File: src/rtl/gpu_fetch_unit.sv
// Instruction fetch stage: issues imem requests, queues returned words with their PC for decode.
// Optional GPU_FETCH_JMP_PREDECODE_EN: JMP words are consumed here as internal redirects.
module gpu_fetch_unit #(
    parameter int PC_WIDTH   = 16,
    parameter int FIFO_DEPTH = 4
) (
    input  logic                clk,
    input  logic                rst_n,
    input  logic                start,
    input  logic [PC_WIDTH-1:0] start_pc,
    input  logic                halt,
    input  logic                redirect_valid,
    input  logic [PC_WIDTH-1:0] redirect_pc,
    output logic                imem_req_valid,
    output logic [PC_WIDTH-1:0] imem_req_addr,
    input  logic                imem_req_ready,
    input  logic                imem_rsp_valid,
    input  logic [31:0]         imem_rsp_data,
    output logic                inst_valid,
    output logic [31:0]         inst,
    output logic [PC_WIDTH-1:0] inst_pc,
    input  logic                inst_ready,
    output logic                busy,
    output logic [1:0]          dbg_state
);
    localparam int PW = $clog2(FIFO_DEPTH);
    localparam int CW = PW + 1;

    typedef enum logic [1:0] {
        S_IDLE  = 2'd0,
        S_RUN   = 2'd1,
        S_DRAIN = 2'd2
    } state_t;

    // Handshakes: a transfer happens in a cycle where valid && ready are both high
    // at the rising edge; valid never depends combinationally on the matching ready.
    state_t              state, state_nx;
    logic [PC_WIDTH-1:0] pc, pc_nx;
    logic [PC_WIDTH-1:0] rsp_pc, rsp_pc_nx;
    logic [CW-1:0]       outstanding, out_nx;
    logic [CW-1:0]       drop_cnt, drop_nx;
    logic [CW-1:0]       count, count_nx;
    logic [PW-1:0]       rd_ptr, rd_nx, wr_ptr, wr_nx;
    logic [31:0]         q_inst [FIFO_DEPTH];
    logic [PC_WIDTH-1:0] q_pc   [FIFO_DEPTH];

    logic run, credit, halt_run, ext_redir, acc, rsp_live, rsp_keep;
    logic jmp_hit, flush, push, pop;

    always_comb begin
        run       = (state == S_RUN);
        credit    = ({1'b0, count} + {1'b0, outstanding}) < (CW + 1)'(FIFO_DEPTH);
        halt_run  = run && halt;
        ext_redir = run && redirect_valid && !halt;
        // The redirect/halt cycle issues nothing so the next request is already on the new path.
        imem_req_valid = run && credit && !halt && !redirect_valid;
        imem_req_addr  = pc;
        acc       = imem_req_valid && imem_req_ready;
        rsp_live  = imem_rsp_valid && (outstanding != '0);
        rsp_keep  = rsp_live && run && (drop_cnt == '0);
`ifdef GPU_FETCH_JMP_PREDECODE_EN
        jmp_hit   = rsp_keep && (imem_rsp_data[31:28] == 4'b0111) && !ext_redir && !halt;
`else
        jmp_hit   = 1'b0;
`endif
        flush     = halt_run || ext_redir || jmp_hit;
        push      = rsp_keep && !flush;
        pop       = inst_valid && inst_ready;
        out_nx    = outstanding + CW'(acc) - CW'(rsp_live);
    end

    always_comb begin
        state_nx  = state;
        pc_nx     = pc;
        rsp_pc_nx = rsp_pc;
        drop_nx   = drop_cnt;
        count_nx  = count + CW'(push) - CW'(pop);
        wr_nx     = wr_ptr + PW'(push);
        rd_nx     = rd_ptr + PW'(pop);
        if (rsp_live && (drop_cnt != '0))
            drop_nx = drop_cnt - CW'(1);
        if (push)
            rsp_pc_nx = rsp_pc + PC_WIDTH'(1);
        if (acc)
            pc_nx = pc + PC_WIDTH'(1);
        if (flush) begin
            // Everything still in flight after this cycle belongs to the abandoned path.
            drop_nx  = out_nx;
            count_nx = '0;
            wr_nx    = '0;
            rd_nx    = '0;
        end
        case (state)
            S_IDLE: begin
                if (start) begin
                    state_nx  = S_RUN;
                    pc_nx     = start_pc;
                    rsp_pc_nx = start_pc;
                end
            end
            S_RUN: begin
                if (halt_run) begin
                    state_nx = (out_nx == '0) ? S_IDLE : S_DRAIN;
                end else if (ext_redir) begin
                    pc_nx     = redirect_pc;
                    rsp_pc_nx = redirect_pc;
                end else if (jmp_hit) begin
                    pc_nx     = imem_rsp_data[PC_WIDTH-1:0];
                    rsp_pc_nx = imem_rsp_data[PC_WIDTH-1:0];
                end
            end
            S_DRAIN: begin
                if (out_nx == '0)
                    state_nx = S_IDLE;
            end
            default: state_nx = S_IDLE;
        endcase
    end

    always_ff @(posedge clk or negedge rst_n) begin
        if (!rst_n) begin
            state       <= S_IDLE;
            pc          <= '0;
            rsp_pc      <= '0;
            outstanding <= '0;
            drop_cnt    <= '0;
            count       <= '0;
            rd_ptr      <= '0;
            wr_ptr      <= '0;
        end else begin
            state       <= state_nx;
            pc          <= pc_nx;
            rsp_pc      <= rsp_pc_nx;
            outstanding <= out_nx;
            drop_cnt    <= drop_nx;
            count       <= count_nx;
            rd_ptr      <= rd_nx;
            wr_ptr      <= wr_nx;
        end
    end

    // Storage is cleared on reset so the head outputs read zero out of reset.
    always_ff @(posedge clk or negedge rst_n) begin
        if (!rst_n) begin
            for (int i = 0; i < FIFO_DEPTH; i++) begin
                q_inst[i] <= '0;
                q_pc[i]   <= '0;
            end
        end else if (push) begin
            q_inst[wr_ptr] <= imem_rsp_data;
            q_pc[wr_ptr]   <= rsp_pc;
        end
    end

    assign inst_valid = (count != '0);
    assign inst       = q_inst[rd_ptr];
    assign inst_pc    = q_pc[rd_ptr];
    assign busy       = (state != S_IDLE);
    assign dbg_state  = state;
endmodule

File: config.mk
export PLATFORM = sky130hd
export DESIGN_NAME = gpu_fetch_unit
export DESIGN_NICKNAME = d
export VERILOG_FILES = /design/src/rtl/gpu_fetch_unit.sv
export SDC_FILE = /design/constraint.sdc
export NUM_CORES = 1
export LEC_CHECK = 0
export CORE_ASPECT_RATIO = 1.25
export CORE_MARGIN = 3
export CORE_UTILIZATION = 45
export DETAILED_ROUTE_END_ITERATION = 16
export PLACE_DENSITY_LB_ADDON = 0.2
export SLEW_MARGIN = 20
export SYNTH_ARGS = -nofsm -noshare
export SYNTH_HDL_FRONTEND = slang
export SYNTH_SLANG_ARGS = --single-unit
File: constraint.sdc
create_clock -name clk -period 5.3 [get_ports clk]
set_input_delay 1.59 -clock clk [delete_from_list [all_inputs] [get_ports clk]]
set_output_delay 1.59 -clock clk [all_outputs]
set_load 0.02 [all_outputs]
==> flow_summary.ini <==
; yosys + openroad results
[detailed_routing]
dr.pass1.iters = 4
vias = 6887
wirelength_mm = 24.0
viasPerCell = 5.47
highest_layer = met4
wl_met1_mm = 11.0
drt-initial-drc-count = 201
routedWlPerCell_um = 19.1
drcViolationCount = 0
met2_length_mm = 11.5
wl_met3_mm = 1.23

[floorplan]
die.size.x_um = 147
die-area_um2 = 26900
die_height_um = 183
io_pins = 141
rows = 64
fp.coreArea_um2 = 24500
initCoreUtil = 0.459
taps = 330

[synthesis]
ys_async_sr_fraction = 1.00
xor_area_frac = 0.0280
syn_inst = 778
topCombFamilyByArea = multiplexers
compound_area_frac = 0.0445
synthMostInstantiatedCell = dfrtp_1
yosys.area.top_type = dfrtp_1
area_leaders = dfrtp_1 (53%), mux2_2 (15%), mux4_2 (9.6%), mux2_4 (3.7%), xnor2_1 (1.6%)
avgSynthCellArea_um2 = 14.5
ys_area_um2 = 11200
fp_nets = 864
common_cells = dfrtp_1 (239), mux2_2 (154), mux4_2 (48)
synth-edff-count = 0
mux_area_frac = 0.296
synth.cellmix.simpleShare = 0.0554
ys_cells = 778
yosysUniqueCellTypes = 49
ys.flops = 239
ys_sh_adder = 0.0169
flop_cell = dfrtp_1
ys_warn_count = 0
synth_area_um2 = 11200

[final_layout]
antenna_cells = 0
lay_top_cells = dfrtp_1 (237), mux2_2 (154), clkdlybuf4s50_1 (139)
logic_area_um2 = 4970
drive_above_1_share = 0.317
dominant_cells = sequential cells
area_growth_pct = 22.4
inv_count = 13
fillers = 2077
comb_share = 0.361
final_area_um2 = 13800
sh_seq_area = 0.435
buf_share = 0.113
final_nets = 999
regArea_um2 = 5990
clock_buffers = 34
clk_share = 0.0580
nNonClkBuffers = 153
comb_cells = 481
final_common_cell = dfrtp_1

[place]
finalWeightedCongestion = 0.833
pre_cts_slack_ns = 0.273
placed_cell_area_um2 = 13000
dp_hpwl_mm = 15.0

[pwr]
intPower_mw = 4.18
p_clk_frac = 0.278
sequentialPowerShare = 0.420
netSwitchingPower_mw = 2.00
powerDensity_nw_per_um2 = 449
ir_drop_mv = 0.270
p_comb_frac = 0.302
p_leak_nw = 6.27
p_seq_mw = 2.60
top_power_group = sequential cells
pg_comb_mw = 1.87

[hold_path]
holdPathStages = 2
hold_end = q_pc[41]$_DFFE_PN0P_
hp-class = reg2reg
worstHoldStart = q_pc[41]$_DFFE_PN0P_

[final_timing]
worst_slew_pin_slew_ns = 0.933
maxSlewHeadroom = 0.378
period_needed_ns = 5.04
tns_ns = 0
hold_viol_final = 0
finalClockSkew_ns = 0.0140
rsz0062_at_grt = false
fmax_mhz = 198
finalClockPeriodUsage = 0.951
setup_slack_ns = 0.257
setup_viol = 0

[setup_path]
cp_max_fo = 4
endpoint = imem_req_valid
rr_worst_depth = 12
worst_ep_required_time_ns = 3.71
crit_arrival_ns = 3.45
timing.rr.end = dbg_state[1]$_DFFE_PN0P_
startpoint_type = input pin
setup.worst_path.start = redirect_valid
criticalPathCategory = in2out

[global_route]
met3_usage = 0.0351
grt_pass1_wl_mm = 39.5
grt_max_degree = 126
grtUsageMet1 = 0.248
grt_use_met2 = 0.304
grt_use_total = 0.181
grt_busiest_layer = met2
antenna_found_initial = 0
grt_overflow = 0
grt_pass1_vias = 7266

[clock_tree]
h-tree-depth = 1
cts_hold_buf = 0
clk_pin_slew_worst_paths_ns = 0.06
cts_sinks = 239
cts_root_buf = clkbuf_16
clock_latency_ns = 0.51
cts_resized = 0
cts_made_buffers = 25
cts_tree = built
post_cts.repair.setup_buffers = 0

[flow_run]
drv_cap = 0

[status]
status = completed
[per-stage QoR]
step	cells	power (mW)	util	hold slack, ns
final	1258	6.18	0.562	0.479
after global routing	1258	6.56	0.562	0.497
after CTS	1258	6.27	0.562	0.484
after detailed placement	1216	4.51	0.529	0.471
after global placement	1216	4.49	0.529	0.460
after floorplan	778	3.71	-	0.445
[critical path: stages]
cell	delay, ns
clkdlybuf4s50_1	0.49
nor4_1	0.46
nand3_1	0.18
inv_1	0.12
clkdlybuf4s50_1	0.61
[flip-flops by register name, indices dropped and copies added, names as in the netlist]
signal and cells:
wr_ptr 2, q_pc 64, outstanding 3, count 3, q_inst 128, imem_req_addr 16
rsp_pc 16, dbg_state 2, drop_cnt 3, rd_ptr 2
clocks.png
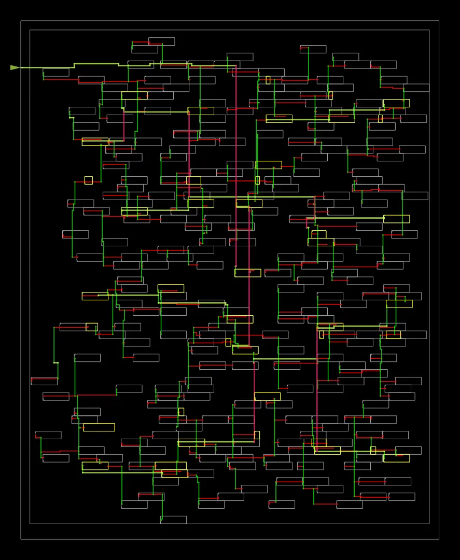
registers: 239
clk pwr: 1.72 mW

wires.png
Two of the layers only.
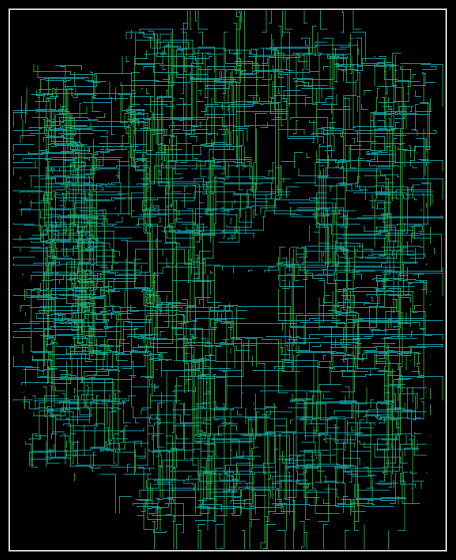
Green marks metal 2, wire length 11500 um. Cyan marks metal 1, wire length 11000 um.

Power is estimated from default activity; no workload was simulated.
